File: config.mk
export PLATFORM = sky130hd
export DESIGN_NAME = regfile_dump_flat
export DESIGN_NICKNAME = d
export VERILOG_FILES = /design/src/rtl/regfile_dump_if.sv /design/src/rtl/regfile_dump.sv /design/src/flat_wrapper.sv
export SDC_FILE = /design/constraint.sdc
export NUM_CORES = 1
export LEC_CHECK = 0
export CORE_MARGIN = 2
export CORE_UTILIZATION = 40
export DETAILED_ROUTE_END_ITERATION = 8
export GPL_TIMING_DRIVEN = 0
export PLACE_DENSITY = 0.74
export SLEW_MARGIN = 10
export SYNTH_ARGS = -nofsm -noshare
export SYNTH_HDL_FRONTEND = slang
export SYNTH_SLANG_ARGS = --single-unit
File: constraint.sdc
create_clock -name clk -period 2.1 [get_ports clk]
set_input_delay 0.21 -clock clk [delete_from_list [all_inputs] [get_ports clk]]
set_output_delay 0.21 -clock clk [all_outputs]
set_load 0.05 [all_outputs]
File: src/rtl/regfile_dump_if.sv
// Bundles the register-file read port and the output word stream of the
// register dump block.
//   rf_addr   : read address toward the register file (A1)
//   rf_data   : combinational read data from the register file (RD1)
//   out_valid : a captured word is presented
//   out_ready : downstream accepts the presented word
//   out_addr  : register address of the presented word
//   out_data  : captured register value
// master = dump block, slave = register file / downstream consumer.
interface regfile_dump_if #(
  parameter int DATA_W = 32,
  parameter int ADDR_W = 5
);
  logic [ADDR_W-1:0] rf_addr;
  logic [DATA_W-1:0] rf_data;
  logic              out_valid;
  logic              out_ready;
  logic [ADDR_W-1:0] out_addr;
  logic [DATA_W-1:0] out_data;

  modport master (
    output rf_addr, out_valid, out_addr, out_data,
    input  rf_data, out_ready
  );

  modport slave (
    input  rf_addr, out_valid, out_addr, out_data,
    output rf_data, out_ready
  );
endinterface

File: src/rtl/regfile_dump.sv
// Walks every register of a register file once, in ascending address order,
// and streams each (address, value) pair out through a valid/ready handshake.
//   clk    : sole clock, rising edge
//   rst_n  : asynchronous active-low reset
//   start  : request a full scan (honoured only when idle)
//   abort  : synchronous cancel of a running scan
//   busy   : high whenever the block is not idle
//   done   : one-cycle pulse after the last word has been accepted
//   bus    : register-file read port and output word stream
//
// state   | meaning
// IDLE    | waiting for start
// READ    | rf_addr = idx, register file value captured at the edge
// PRESENT | captured word offered on out_*, waiting for out_ready
// FINISH  | done pulse, back to IDLE
module regfile_dump #(
  parameter int DATA_W  = 32,
  parameter int ADDR_W  = 5,
  parameter int SKIP_R0 = 0
) (
  input  logic           clk,
  input  logic           rst_n,
  input  logic           start,
  input  logic           abort,
  output logic           busy,
  output logic           done,
  regfile_dump_if.master bus
);

  typedef enum logic [1:0] {
    IDLE    = 2'd0,
    READ    = 2'd1,
    PRESENT = 2'd2,
    FINISH  = 2'd3
  } state_t;

  localparam logic [ADDR_W-1:0] FIRST_IDX = (SKIP_R0 != 0) ? ADDR_W'(1) : ADDR_W'(0);
  localparam logic [ADDR_W-1:0] LAST_IDX  = {ADDR_W{1'b1}};

  state_t            state;
  logic [ADDR_W-1:0] idx;
  logic              out_valid;
  logic [ADDR_W-1:0] out_addr;
  logic [DATA_W-1:0] out_data;

  // idx only changes on entry to READ, so it doubles as the read address and
  // naturally holds its last value in every other state.
  assign bus.rf_addr   = idx;
  assign bus.out_valid = out_valid;
  assign bus.out_addr  = out_addr;
  assign bus.out_data  = out_data;

  always_ff @(posedge clk or negedge rst_n) begin
    if (!rst_n) begin
      state     <= IDLE;
      idx       <= '0;
      out_valid <= 1'b0;
      out_addr  <= '0;
      out_data  <= '0;
      busy      <= 1'b0;
      done      <= 1'b0;
    end else if (abort && state != IDLE) begin
      // Abort wins over a handshake in the same cycle: the word is dropped.
      state     <= IDLE;
      out_valid <= 1'b0;
      busy      <= 1'b0;
      done      <= 1'b0;
    end else begin
      case (state)
        IDLE: begin
          done <= 1'b0;
          if (start) begin
            idx   <= FIRST_IDX;
            busy  <= 1'b1;
            state <= READ;
          end
        end
        READ: begin
          out_data  <= bus.rf_data;
          out_addr  <= idx;
          out_valid <= 1'b1;
          state     <= PRESENT;
        end
        PRESENT: begin
          if (bus.out_ready) begin
            out_valid <= 1'b0;
            // Terminate on the last address instead of wrapping idx.
            if (idx == LAST_IDX) begin
              done  <= 1'b1;
              state <= FINISH;
            end else begin
              idx   <= idx + ADDR_W'(1);
              state <= READ;
            end
          end
        end
        FINISH: begin
          done  <= 1'b0;
          busy  <= 1'b0;
          state <= IDLE;
        end
        default: begin
          out_valid <= 1'b0;
          busy      <= 1'b0;
          done      <= 1'b0;
          state     <= IDLE;
        end
      endcase
    end
  end

endmodule

File: src/flat_wrapper.sv
// flat-port wrapper written by rule: the top's interface ports become plain ports
module regfile_dump_flat 
#(
  parameter int DATA_W  = 32,
  parameter int ADDR_W  = 5,
  parameter int SKIP_R0 = 0
)
  (clk, rst_n, start, abort, busy, done, bus_rf_addr, bus_out_valid, bus_out_addr, bus_out_data, bus_rf_data, bus_out_ready);
  regfile_dump_if #(.DATA_W(DATA_W), .ADDR_W(ADDR_W)) bus_i ();
  input  logic clk;
  input  logic rst_n;
  input  logic start;
  input  logic abort;
  output logic busy;
  output logic done;
  output wire logic [$bits(bus_i.rf_addr)-1:0] bus_rf_addr;
  output wire logic [$bits(bus_i.out_valid)-1:0] bus_out_valid;
  output wire logic [$bits(bus_i.out_addr)-1:0] bus_out_addr;
  output wire logic [$bits(bus_i.out_data)-1:0] bus_out_data;
  input wire logic [$bits(bus_i.rf_data)-1:0] bus_rf_data;
  input wire logic [$bits(bus_i.out_ready)-1:0] bus_out_ready;
  assign bus_rf_addr = bus_i.rf_addr;
  assign bus_out_valid = bus_i.out_valid;
  assign bus_out_addr = bus_i.out_addr;
  assign bus_out_data = bus_i.out_data;
  assign bus_i.rf_data = bus_rf_data;
  assign bus_i.out_ready = bus_out_ready;
  regfile_dump #(.DATA_W(DATA_W), .ADDR_W(ADDR_W), .SKIP_R0(SKIP_R0)) u_core (.clk(clk), .rst_n(rst_n), .start(start), .abort(abort), .busy(busy), .done(done), .bus(bus_i));
endmodule
==> report_table.html, run 1 <==
<h2>Synthesis and place &amp; route</h2>
<table>
<tr><th>Metric</th><th>Value</th></tr>
<tr><th colspan="2">Synth</th></tr>
<tr><td>Syn Std Cell Area</td><td>0.002147 mm^2</td></tr>
<tr><td>Synth warn</td><td>0</td></tr>
<tr><td>Largest combinational cell category by area</td><td>multiplexers</td></tr>
<tr><td>Synth mux share</td><td>25.64%</td></tr>
<tr><td>Nets in the synthesized netlist</td><td>184</td></tr>
<tr><td>Share of the yosys chip area belonging to registers</td><td>54.78%</td></tr>
<tr><td>Number of standard cells reported by yosys</td><td>around 140</td></tr>
<tr><td>Yosys xor share</td><td>0.4079%</td></tr>
<tr><td>Area of the synthesized netlist per yosys stat</td><td>0.002147 mm^2</td></tr>
<tr><td>Mean area per synthesized cell</td><td>~15 um^2</td></tr>
<tr><td>Post-Syn Instances</td><td>141</td></tr>
<tr><td>Fraction of the mapped netlist area in simple logic gates</td><td>5.944%</td></tr>
<tr><td>Post-synth regs</td><td>47</td></tr>
<tr><td>Post-Synth Adder-Cell Area</td><td>3.497%</td></tr>
<tr><td>Tally of unique sky130hd cells used after synthesis</td><td>27</td></tr>
<tr><td>Compound-gate portion of the synthesized area</td><td>6.177%</td></tr>
<tr><th colspan="2">Floorplanning</th></tr>
<tr><td>Die extent in x</td><td>77.27 um</td></tr>
<tr><td>Standard-cell row count</td><td>26</td></tr>
<tr><td>Overall chip area</td><td>0.005970 mm^2</td></tr>
<tr><td>FP Util</td><td>approximately two fifths</td></tr>
<tr><td>Height of the chip</td><td>slightly below 80 um</td></tr>
<tr><td>Tap cell count</td><td>70</td></tr>
<tr><td>Area inside the core boundary</td><td>between 0.005 and 0.006 mm^2</td></tr>
<tr><td>Count of pins on the block boundary</td><td>just over 80</td></tr>
<tr><th colspan="2">STA</th></tr>
<tr><td>Number of failing setup endpoints in the final timing report</td><td>0</td></tr>
<tr><td>Setup repair after global routing missed its margin</td><td>no</td></tr>
<tr><td>TNS Setup</td><td>0 ns</td></tr>
<tr><td>Setup slack of the critical path after layout</td><td>roughly 0.21 ns</td></tr>
<tr><td>Maximum operating frequency</td><td>530.4 MHz</td></tr>
<tr><td>Transition at the pin with the smallest max-transition slack</td><td>0.5255 ns</td></tr>
<tr><td>Final period utilization</td><td>~90%</td></tr>
<tr><td>Clock Skews</td><td>0.002719 ns</td></tr>
<tr><td>Slew headroom</td><td>64.86%</td></tr>
<tr><td>Final-layout worst hold slack</td><td>between 0.3 and 0.4 ns</td></tr>
<tr><td>Clock period minus final worst setup slack</td><td>~1.9 ns</td></tr>
<tr><td>Final number of hold-violating endpoints</td><td>0</td></tr>
<tr><td>Fin. max-slew vios</td><td>0</td></tr>
<tr><th colspan="2">Worst setup path</th></tr>
<tr><td>Crit path largest cell delay</td><td>approximately 0.43 ns</td></tr>
<tr><td>Capturing element of the worst setup path</td><td>u_core.bus.rf_addr[0]$_DFFE_PN0P_</td></tr>
<tr><td>Standard cell with the maximum stage delay on the critical path</td><td>sky130_fd_sc_hd__dfrtp_1</td></tr>
<tr><td>RR Startpoint</td><td>u_core.bus.rf_addr[0]$_DFFE_PN0P_</td></tr>
<tr><td>Launching instance or port of the critical path</td><td>u_core.bus.rf_addr[0]$_DFFE_PN0P_</td></tr>
<tr><td>Nature of the critical path endpoint</td><td>flip-flop</td></tr>
<tr><td>Reg2Reg Depth</td><td>7</td></tr>
<tr><td>Crit path max-delay family</td><td>adder cells</td></tr>
<tr><td>Reg-to-reg endpoint</td><td>u_core.bus.rf_addr[0]$_DFFE_PN0P_</td></tr>
<tr><td>Maximum fanout count along the critical path</td><td>5</td></tr>
<tr><td>Register-to-register setup slack</td><td>0.21 ns</td></tr>
<tr><td>CP arrival</td><td>2.07 ns</td></tr>
<tr><td>Data required time at the worst endpoint</td><td>2.28 ns</td></tr>
<tr><td>Path type of the worst setup path</td><td>reg2reg</td></tr>
<tr><td>Ordered cell list for the critical path</td><td>ha_1, and3_1, ha_1, nand2b_1, a21oi_1, a31oi_1, mux2_2</td></tr>
<tr><td>Worst path depth</td><td>7</td></tr>
<tr><td>Crit start category</td><td>flip-flop</td></tr>
<tr><td>Most common cell type on the critical path</td><td>sky130_fd_sc_hd__ha_1</td></tr>
<tr><td>Worst Path Buf+Inv</td><td>0</td></tr>
<tr><th colspan="2">Final layout</th></tr>
<tr><td>Combinational share of cell area</td><td>~28%</td></tr>
<tr><td>Flops</td><td>about 47</td></tr>
<tr><td>Area taken by multi-input logic gates</td><td>894.6 um^2</td></tr>
<tr><td>Clock network area share</td><td>3.272%</td></tr>
<tr><td>Top cells excl fill/tap</td><td>sky130_fd_sc_hd__clkdlybuf4s50_1, sky130_fd_sc_hd__dfrtp_1, sky130_fd_sc_hd__mux2_4</td></tr>
<tr><td>Dominant class by area</td><td>sequential cells</td></tr>
<tr><td>Layout overhead on the synthesized area</td><td>47.84%</td></tr>
<tr><td>Sequential portion of the cell area</td><td>37.05%</td></tr>
<tr><td>Fill cell instance count of the final layout</td><td>~420</td></tr>
<tr><td>Fraction of cell area in non-clock buffers</td><td>28.38%</td></tr>
<tr><td>Clock buf count</td><td>7</td></tr>
<tr><td>Comb_multi_in</td><td>87</td></tr>
<tr><td>Flop area</td><td>0.001176 mm^2</td></tr>
<tr><td>Top cell excl fill/tap</td><td>sky130_fd_sc_hd__clkdlybuf4s50_1</td></tr>
<tr><td>Inverters, non-clock</td><td>3</td></tr>
<tr><td>Final #Nets</td><td>between 200 and 300</td></tr>
<tr><td>Non-clock buffers</td><td>87</td></tr>
<tr><td>Antenna Cells</td><td>0</td></tr>
<tr><td>Finished Cell Area</td><td>about 0.0032 mm^2</td></tr>
<tr><td>Ratio of cells with drive above 1 in the final layout</td><td>24.57%</td></tr>
<tr><th colspan="2">Placement</th></tr>
<tr><td>Routability cong.</td><td>0.8090</td></tr>
<tr><td>Dpl cell area</td><td>a little over 0.003 mm^2</td></tr>
<tr><td>HPWL after DPL</td><td>3.324 mm</td></tr>
<tr><td>Pre-CTS setup slack</td><td>approximately 0.24 ns</td></tr>
<tr><td>Number of buffers added on ports</td><td>slightly above 80</td></tr>
<tr><td>Total instance count after detailed placement</td><td>between 200 and 300</td></tr>
<tr><th colspan="2">Clock tree</th></tr>
<tr><td>Post-cts resize count</td><td>0</td></tr>
<tr><td>Register clock-pin slew on the reported worst setup and hold paths</td><td>0.08 ns</td></tr>
<tr><td>Number of hold buffers added after cts</td><td>1</td></tr>
<tr><td>Clock insertion delay at the later pin of the skew report</td><td>0.29 ns</td></tr>
<tr><td>Root buf cell</td><td>sky130_fd_sc_hd__clkbuf_8</td></tr>
<tr><td>Clock net sink count</td><td>47</td></tr>
<tr><td>Number of levels in the clock H-tree</td><td>2</td></tr>
<tr><td>Maximum buffer depth of the clock tree</td><td>2</td></tr>
<tr><td>TritonCTS clock tree</td><td>built</td></tr>
<tr><td>Number of buffers inserted during clock tree synthesis</td><td>5</td></tr>
<tr><td>Setup fix buffers added after clock tree synthesis</td><td>0</td></tr>
<tr><th colspan="2">Global route</th></tr>
<tr><td>Vias in the first global route</td><td>~1,500</td></tr>
<tr><td>Global-route wire length before repair</td><td>7.396 mm</td></tr>
<tr><td>Global-route usage over all layers</td><td>between 15 and 20%</td></tr>
<tr><td>Leftover overflow at the end of global routing</td><td>0</td></tr>
<tr><td>Pin count of the biggest net entering global routing</td><td>36</td></tr>
<tr><td>Initial antenna violation count</td><td>0</td></tr>
<tr><th colspan="2">Worst hold path</th></tr>
<tr><td>Worst min path class</td><td>in2async</td></tr>
<tr><th colspan="2">Drt</th></tr>
<tr><td>Number of nets with antenna violations after routing</td><td>0</td></tr>
<tr><td>Average wire length per cell after detail routing</td><td>14.58 um</td></tr>
<tr><td>Violation count after the first detailed-route iteration</td><td>35</td></tr>
<tr><td>DRT Pass-1 Iters</td><td>4</td></tr>
<tr><td>DR vias</td><td>1,438</td></tr>
<tr><td>Total Wirelength</td><td>roughly 4.4 mm</td></tr>
<tr><td>Via density per instance</td><td>4.762</td></tr>
<tr><td>Remaining DRCs</td><td>0</td></tr>
<tr><th colspan="2">Power and ir drop</th></tr>
<tr><td>Leakage power</td><td>1.460 nW</td></tr>
<tr><td>Power density normalized to cell area</td><td>1762 mW/mm^2</td></tr>
<tr><td>Worst VDD drop</td><td>around 860 uV</td></tr>
<tr><td>Final Power</td><td>5.592 mW</td></tr>
<tr><th colspan="2">Job</th></tr>
<tr><td>Max-Cap Viols</td><td>0</td></tr>
<tr><td>Number of warnings in the stage logs</td><td>29</td></tr>
<tr><th colspan="2">Run status</th></tr>
<tr><td>Status</td><td>finished, final reports clean</td></tr>
</table>
-- run 1: cells by family (layout without fill, tap and decap cells) --
family	Yosys count	in the layout
AND-OR/OR-AND	20	20
XOR/XNOR	1	1
adder cells (fa/ha/maj)	6	6
buffers and inverters	7	98
flip-flops	47	47
multiplexers	39	39
AND/OR/NAND/NOR	21	21
-- run 1: per-layer routing --
layer	track usage [%]	wire length, um	vias up
met5	0	0	-
met4	4.286	48	0
met3	4.353	296	7
met2	24.35	1992	61
met1	21.52	2066	693
li1	-	-	677
-- run 1: cells in the mapped netlist (all sizes together) --
| cell | count | area, um^2 |
|---|---|---|
| nand2b | 2 | 20.02 |
| o22a | 1 | 10.01 |
| nor2 | 3 | 11.26 |
| xnor2 | 1 | 8.760 |
| mux2i | 1 | 10.01 |
| and2b | 1 | 8.760 |
| mux2 | 38 | 540.5 |
| a22o | 4 | 36.29 |
| a21o | 1 | 7.510 |
| nor2b | 3 | 18.77 |
| nand2 | 8 | 46.30 |
| a21boi | 2 | 15.01 |
| a21oi | 6 | 30.03 |
| o21ai | 4 | 20.02 |
| nand3 | 2 | 10.01 |
| inv | 3 | 11.26 |
| dfrtp | 47 | 1176 |
| and3 | 2 | 12.51 |
| a31oi | 1 | 6.260 |
| ha | 6 | 75.07 |
| o31ai | 1 | 7.510 |
| buf | 4 | 65.06 |
-- run 1: registers in the layout, summed over array words and instances, names as in the netlist --
register	flops
u_core.bus.out_data	32
u_core.bus.out_addr	5
u_core.done	1
u_core.bus.out_valid	1
u_core.busy	1
u_core.bus.rf_addr	5
u_core.state	2
-- run 1: report_power, final --
group / internal [mW] / switching, mW
sequential: 1.29 / 0.224
combinational: 1.51 / 1.98
clock: 0.299 / 0.290
total: 3.10 / 2.49
Run 1, M2 wires:
Cells faint in the background.
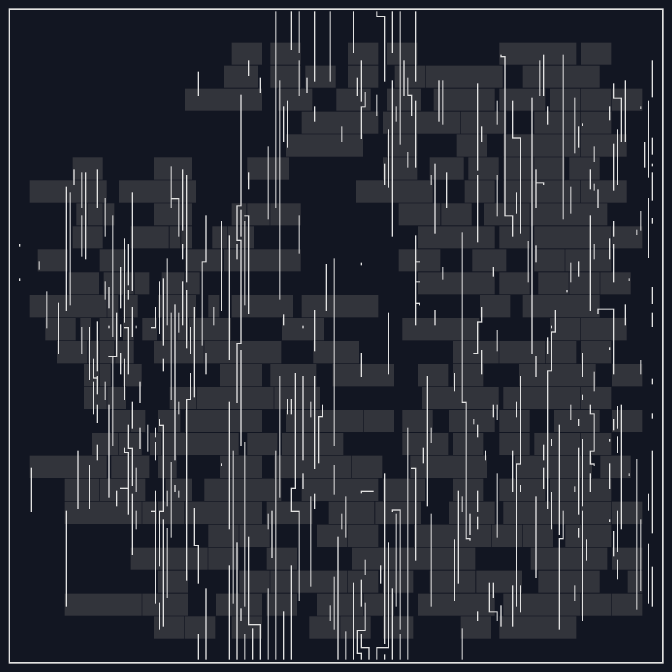
longest straight run: 30.3 um
main direction: vertical
share of all routed wire: 45%
wire length on this layer: 1,990 um

Run 1, cell placement:
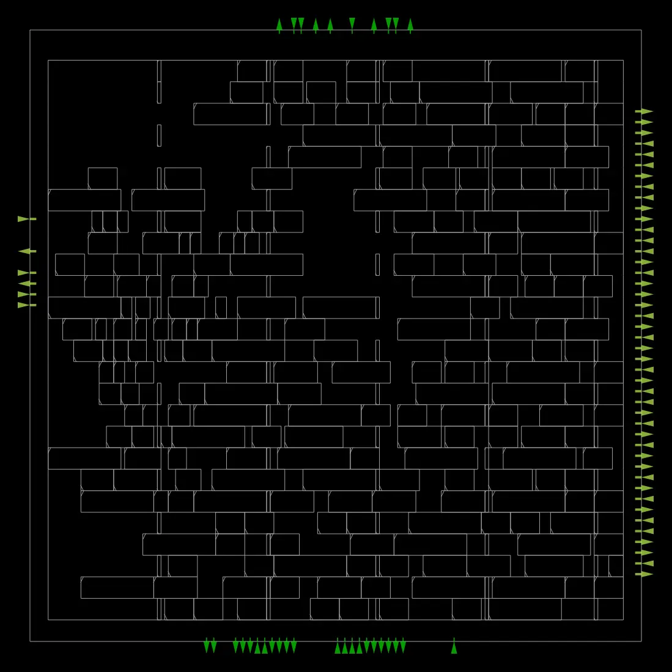
number of non-filler instances in the completed layout: 302
end-of-flow core utilization: 61.76%

Run 1, clock network drawn from the DEF:
Bar = 20 um.
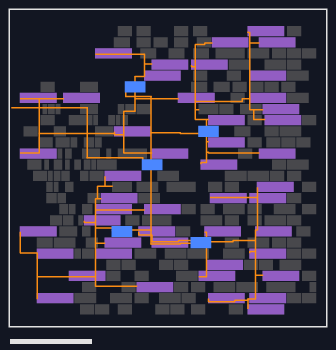
[orange] clock wires | length: 540 um
[purple] flip-flops | count: 47
[blue] clock drivers | count: 5
flops lie: widely spread
routed clock nets: 6

Run 1, placed cells, one colour a class:
Bar = 20 um.
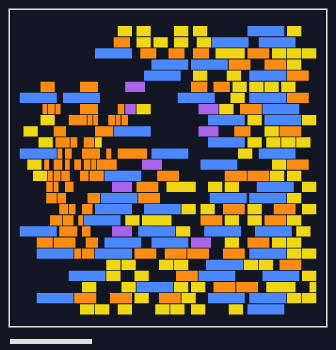

==> run 1 -> run 2 <==
--- a/config.mk
+++ b/config.mk
@@ -9,7 +9,7 @@
 export CORE_UTILIZATION = 40
 export DETAILED_ROUTE_END_ITERATION = 8
 export GPL_TIMING_DRIVEN = 0
-export PLACE_DENSITY = 0.74
+export PLACE_DENSITY_LB_ADDON = 0.05
 export SLEW_MARGIN = 10
 export SYNTH_ARGS = -nofsm -noshare
 export SYNTH_HDL_FRONTEND = slang
Run 2, placed cells, one colour a class:
Bar = 20 um.
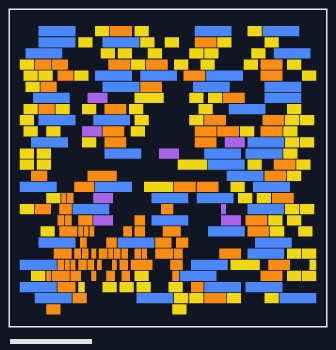
| colour | class | cells | share of their area |
|---|---|---|---|
| blue | sequential cells | 47 | 38% |
| purple | clock drivers and dummy loads | 8 | 3.2% |
| yellow | remaining buffers and delay cells | 87 | 29% |
| orange | combinational and other logic | 90 | 29% |
standard-cell row count: 26
end-of-flow core utilization: 61.68%
area inside the core boundary: 0.005140 mm^2
Finished Cell Area: 0.003171 mm^2

Run 2, clock network drawn from the DEF:
Bar = 20 um.
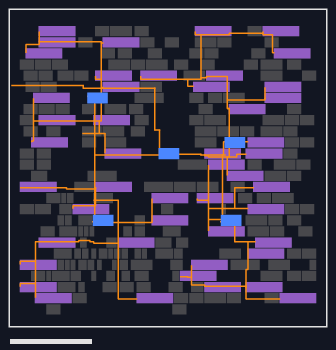
[blue] clock drivers | count: 5
[orange] clock wires | length: 565 um
[purple] flip-flops | count: 47
flops lie: widely spread
power of the clock network: 0.585 mW
Clock Skews: 0.008512 ns

==> run 2 against run 1 <==
Effect of this change: sequential share of layout area is essentially flat; combinational power is essentially flat; first-iteration DRC count grew 37%; sequential power is essentially flat; maximum frequency shrank 2.5%; area after synthesis is the same; clock skew grew 0.0058 ns; core utilization shrank 0.073 points; wire length grew 6.0%; clock power shrank 0.8%; design area shrank 0.12%; register-to-register slack lost 0.05 ns.
==> report_table.html, run 2 <==
<h2>Synthesis and place &amp; route</h2>
<table>
<tr><th>Metric</th><th>Value</th></tr>
<tr><th colspan="2">Run status</th></tr>
<tr><td>Status</td><td>finished, final reports clean</td></tr>
<tr><th colspan="2">Synth</th></tr>
<tr><td>Number of standard cells reported by yosys</td><td>141 (unchanged)</td></tr>
<tr><td>Post-Synth Adder-Cell Area</td><td>3.497% (unchanged)</td></tr>
<tr><td>Share of synthesized registers carrying an async set or reset</td><td>100.0% (unchanged)</td></tr>
<tr><td>Post-Syn Instances</td><td>141 (unchanged)</td></tr>
<tr><td>Post-synth regs</td><td>47 (unchanged)</td></tr>
<tr><td>Most used flip-flop cell</td><td>sky130_fd_sc_hd__dfrtp_1</td></tr>
<tr><td>Nets in the synthesized netlist</td><td>184 (unchanged)</td></tr>
<tr><td>Syn Std Cell Area</td><td>0.002147 mm^2 (unchanged)</td></tr>
<tr><td>Area of the synthesized netlist per yosys stat</td><td>0.002147 mm^2 (unchanged)</td></tr>
<tr><td>Fraction of post-synthesis cell area in the top cell type by area</td><td>54.78% (unchanged)</td></tr>
<tr><td>Yosys xor share</td><td>0.4079% (unchanged)</td></tr>
<tr><td>Top cells, area</td><td>sky130_fd_sc_hd__dfrtp_1, sky130_fd_sc_hd__mux2_4, sky130_fd_sc_hd__mux2_2, sky130_fd_sc_hd__ha_1, sky130_fd_sc_hd__buf_12</td></tr>
<tr><td>Share of the yosys chip area belonging to registers</td><td>54.78% (unchanged)</td></tr>
<tr><td>Synth mux share</td><td>25.64% (unchanged)</td></tr>
<tr><td>Dominant cell type by area after synthesis</td><td>sky130_fd_sc_hd__dfrtp_1</td></tr>
<tr><td>Synth warn</td><td>0 (unchanged)</td></tr>
<tr><td>Largest combinational cell category by area</td><td>multiplexers</td></tr>
<tr><td>Compound-gate portion of the synthesized area</td><td>6.177% (unchanged)</td></tr>
<tr><td>Mean area per synthesized cell</td><td>15.23 um^2 (unchanged)</td></tr>
<tr><td>Tally of unique sky130hd cells used after synthesis</td><td>27 (unchanged)</td></tr>
<tr><td>Fraction of the mapped netlist area in simple logic gates</td><td>5.944% (unchanged)</td></tr>
<tr><td>Top cell type by instance count after synthesis</td><td>sky130_fd_sc_hd__dfrtp_1</td></tr>
<tr><th colspan="2">Global route</th></tr>
<tr><td>Leftover overflow at the end of global routing</td><td>0 (unchanged)</td></tr>
<tr><td>Most crowded layer after global routing</td><td>met2</td></tr>
<tr><td>Met3 layer usage reported by global route</td><td>4.706% (+0.35 points)</td></tr>
<tr><td>Global-route met2 utilization</td><td>27.57% (+3.2 points)</td></tr>
<tr><td>Initial antenna violation count</td><td>0 (unchanged)</td></tr>
<tr><td>Global-route wire length before repair</td><td>7.652 mm (+3.5%)</td></tr>
<tr><td>Vias in the first global route</td><td>1,597 (+9.0%)</td></tr>
<tr><td>Met1 Usage GRT</td><td>19.85% (-1.7 points)</td></tr>
<tr><td>Global-route usage over all layers</td><td>16.51% (+0.85 points)</td></tr>
<tr><td>Pin count of the biggest net entering global routing</td><td>37 (+2.8%)</td></tr>
<tr><th colspan="2">Job</th></tr>
<tr><td>Number of warnings in the stage logs</td><td>29 (unchanged)</td></tr>
<tr><td>Max-Cap Viols</td><td>0 (unchanged)</td></tr>
<tr><th colspan="2">Final layout</th></tr>
<tr><td>Final #Nets</td><td>274 (unchanged)</td></tr>
<tr><td>Ratio of cells with drive above 1 in the final layout</td><td>24.14% (-0.43 points)</td></tr>
<tr><td>Top cells excl fill/tap</td><td>sky130_fd_sc_hd__clkdlybuf4s50_1, sky130_fd_sc_hd__dfrtp_1, sky130_fd_sc_hd__mux2_4</td></tr>
<tr><td>Antenna Cells</td><td>0 (unchanged)</td></tr>
<tr><td>Max reg flops</td><td>32 (unchanged)</td></tr>
<tr><td>Number of non-filler instances in the completed layout</td><td>302 (unchanged)</td></tr>
<tr><td>Layout overhead on the synthesized area</td><td>47.67%</td></tr>
<tr><th colspan="2">STA</th></tr>
<tr><td>Clock period minus final worst setup slack</td><td>1.934 ns (+0.04821 ns)</td></tr>
<tr><td>Final-layout worst hold slack</td><td>0.3308 ns (+0.003689 ns)</td></tr>
<tr><td>Setup repair after global routing missed its margin</td><td>no</td></tr>
<tr><td>Transition at the pin with the smallest max-transition slack</td><td>0.5264 ns (+0.0009139 ns)</td></tr>
<tr><td>Final period utilization</td><td>92.07% (+2.3 points)</td></tr>
<tr><td>Number of failing setup endpoints in the final timing report</td><td>0 (unchanged)</td></tr>
<tr><td>Setup slack of the critical path after layout</td><td>0.1664 ns (-0.04821 ns)</td></tr>
<tr><td>Slew headroom</td><td>64.79% (about the same)</td></tr>
<tr><td>TNS Setup</td><td>0 ns (unchanged)</td></tr>
<tr><td>Fin. max-slew vios</td><td>0 (unchanged)</td></tr>
<tr><td>Final number of hold-violating endpoints</td><td>0 (unchanged)</td></tr>
<tr><th colspan="2">Drt</th></tr>
<tr><td>Routed length on met1</td><td>1.949 mm (-5.7%)</td></tr>
<tr><td>Top routing layer in use</td><td>met4</td></tr>
<tr><td>Number of nets with antenna violations after routing</td><td>0 (unchanged)</td></tr>
<tr><td>Sum of met3 wire segment lengths after detailed routing</td><td>285 um (-3.7%)</td></tr>
<tr><td>Average wire length per cell after detail routing</td><td>15.45 um (+6.0%)</td></tr>
<tr><td>DRT Pass-1 Iters</td><td>4 (unchanged)</td></tr>
<tr><td>Violation count after the first detailed-route iteration</td><td>48 (+37%)</td></tr>
<tr><td>Via density per instance</td><td>4.828 (+1.4%)</td></tr>
<tr><td>DR vias</td><td>1,458 (+1.4%)</td></tr>
<tr><td>Routed met2 length</td><td>2.332 mm (+17%)</td></tr>
<tr><th colspan="2">Clock tree</th></tr>
<tr><td>Register clock-pin slew on the reported worst setup and hold paths</td><td>0.08 ns (about the same)</td></tr>
<tr><td>Root buf cell</td><td>sky130_fd_sc_hd__clkbuf_8</td></tr>
<tr><td>Number of levels in the clock H-tree</td><td>2 (unchanged)</td></tr>
<tr><td>Clock insertion delay at the later pin of the skew report</td><td>0.29 ns (about the same)</td></tr>
<tr><td>Clock net sink count</td><td>47 (unchanged)</td></tr>
<tr><td>TritonCTS clock tree</td><td>built</td></tr>
<tr><td>Number of buffers inserted during clock tree synthesis</td><td>5 (unchanged)</td></tr>
<tr><td>Maximum buffer depth of the clock tree</td><td>2 (unchanged)</td></tr>
<tr><th colspan="2">Power and ir drop</th></tr>
<tr><td>Relative contribution of sequential cells to total power</td><td>27.3% (+0.2 points)</td></tr>
<tr><td>Part of the total power dissipated in the clock network</td><td>10.4% (about the same)</td></tr>
<tr><td>Power density normalized to cell area</td><td>1774 mW/mm^2 (+0.68%)</td></tr>
<tr><td>P_comb</td><td>3.50 mW (about the same)</td></tr>
<tr><td>Worst VDD drop</td><td>947.4 uV (+9.8%)</td></tr>
<tr><td>Internal Pwr Total</td><td>3.104 mW (about the same)</td></tr>
<tr><td>Fraction of power consumed by combinational cells</td><td>62.3% (about the same)</td></tr>
<tr><td>Sequential cell power</td><td>1.53 mW (about the same)</td></tr>
<tr><td>Proportion of total power due to net switching</td><td>44.81% (+0.29 points)</td></tr>
<tr><th colspan="2">Worst setup path</th></tr>
<tr><td>Crit path max-delay family</td><td>AND-OR/OR-AND gates</td></tr>
<tr><td>Path type of the worst setup path</td><td>reg2reg</td></tr>
<tr><td>Capturing element of the worst setup path</td><td>u_core.bus.rf_addr[2]$_DFFE_PN0P_</td></tr>
<tr><td>Ordered cell list for the critical path</td><td>ha_1, and3_1, ha_1, nand2b_1, a21oi_1, a31oi_1, o31ai_1</td></tr>
<tr><td>Reg2Reg Depth</td><td>7 (unchanged)</td></tr>
<tr><td>Data required time at the worst endpoint</td><td>2.29 ns (about the same)</td></tr>
<tr><td>Most common cell type on the critical path</td><td>sky130_fd_sc_hd__ha_1</td></tr>
<tr><td>Maximum fanout count along the critical path</td><td>5 (unchanged)</td></tr>
<tr><td>Launching instance or port of the critical path</td><td>u_core.bus.rf_addr[0]$_DFFE_PN0P_</td></tr>
<tr><td>Nature of the critical path endpoint</td><td>flip-flop</td></tr>
<tr><td>Worst path depth</td><td>7 (unchanged)</td></tr>
<tr><td>Crit path largest cell delay</td><td>0.44 ns (about the same)</td></tr>
<tr><td>Standard cell with the maximum stage delay on the critical path</td><td>sky130_fd_sc_hd__dfrtp_1</td></tr>
<tr><td>CP arrival</td><td>2.12 ns (+0.05 ns)</td></tr>
<tr><td>Worst Path Buf+Inv</td><td>0 (unchanged)</td></tr>
<tr><td>Register-to-register setup slack</td><td>0.17 ns (-0.05 ns)</td></tr>
<tr><td>RR Startpoint</td><td>u_core.bus.rf_addr[0]$_DFFE_PN0P_</td></tr>
<tr><td>Reg-to-reg endpoint</td><td>u_core.bus.rf_addr[2]$_DFFE_PN0P_</td></tr>
<tr><td>Crit start category</td><td>flip-flop</td></tr>
<tr><th colspan="2">Placement</th></tr>
<tr><td>Number of buffers added on ports</td><td>81 (unchanged)</td></tr>
<tr><td>Routability cong.</td><td>0.7352 (-9.1%)</td></tr>
<tr><td>Total instance count after detailed placement</td><td>293 (unchanged)</td></tr>
<tr><td>Pre-CTS setup slack</td><td>0.2066 ns (-0.03470 ns)</td></tr>
<tr><th colspan="2">Floorplanning</th></tr>
<tr><td>Die extent in x</td><td>77.27 um (unchanged)</td></tr>
<tr><td>FP Util</td><td>41.77% (unchanged)</td></tr>
</table>
==> run 2: cell counts after synthesis <==
Identical to the previous run, type by type.
==> run 2: area by class of cell <==
class | instances | area, um^2
Clock buffer | 8 | 100.1
Timing Repair Buffer | 83 | 835.8
Multi-Input combinational cell | 87 | 894.6
Tap cell | 70 | 87.58
Fill cell | 417 | 1969
Inverter | 3 | 11.26
Buffer | 4 | 65.06
Sequential cell | 47 | 1176
==> run 2: how the worst min path moves through the flow <==
| stage | start | end | slack (ns) | cells after the start |
|---|---|---|---|---|
| floorplan | rst_n | u_core.bus.out_addr[0]$_DFFE_PN0P_ | -0.09 | 0 |
| global route | rst_n | u_core.bus.out_addr[2]$_DFFE_PN0P_ | 0.34 | 2 |
| CTS | rst_n | u_core.bus.rf_addr[2]$_DFFE_PN0P_ | 0.32 | 2 |
| finish | rst_n | u_core.bus.rf_addr[2]$_DFFE_PN0P_ | 0.33 | 2 |
| global placement | u_core.bus.out_data[18]$_DFFE_PN0P_ | u_core.bus.out_data[18]$_DFFE_PN0P_ | 0.49 | 1 |
| detailed placement | rst_n | u_core.bus.out_addr[3]$_DFFE_PN0P_ | 0.12 | 1 |
==> run 2: worst register-to-register path: stages (launching register included) <==
cell and delay [ns]:
sky130_fd_sc_hd__dfrtp_1 0.44, sky130_fd_sc_hd__ha_1 0.25, sky130_fd_sc_hd__and3_1 0.15, sky130_fd_sc_hd__ha_1 0.23
sky130_fd_sc_hd__nand2b_1 0.16, sky130_fd_sc_hd__a21oi_1 0.16, sky130_fd_sc_hd__a31oi_1 0.12, sky130_fd_sc_hd__o31ai_1 0.33
==> run 2: repair_timing <==
item | 4_1_cts | 5_1_grt
hold buffers | 1 | 0
endpoints found under the hold margin | 11 | 0
setup buffers | 0 | 0
No activity file was given, so power comes from the tool's default toggle rates.
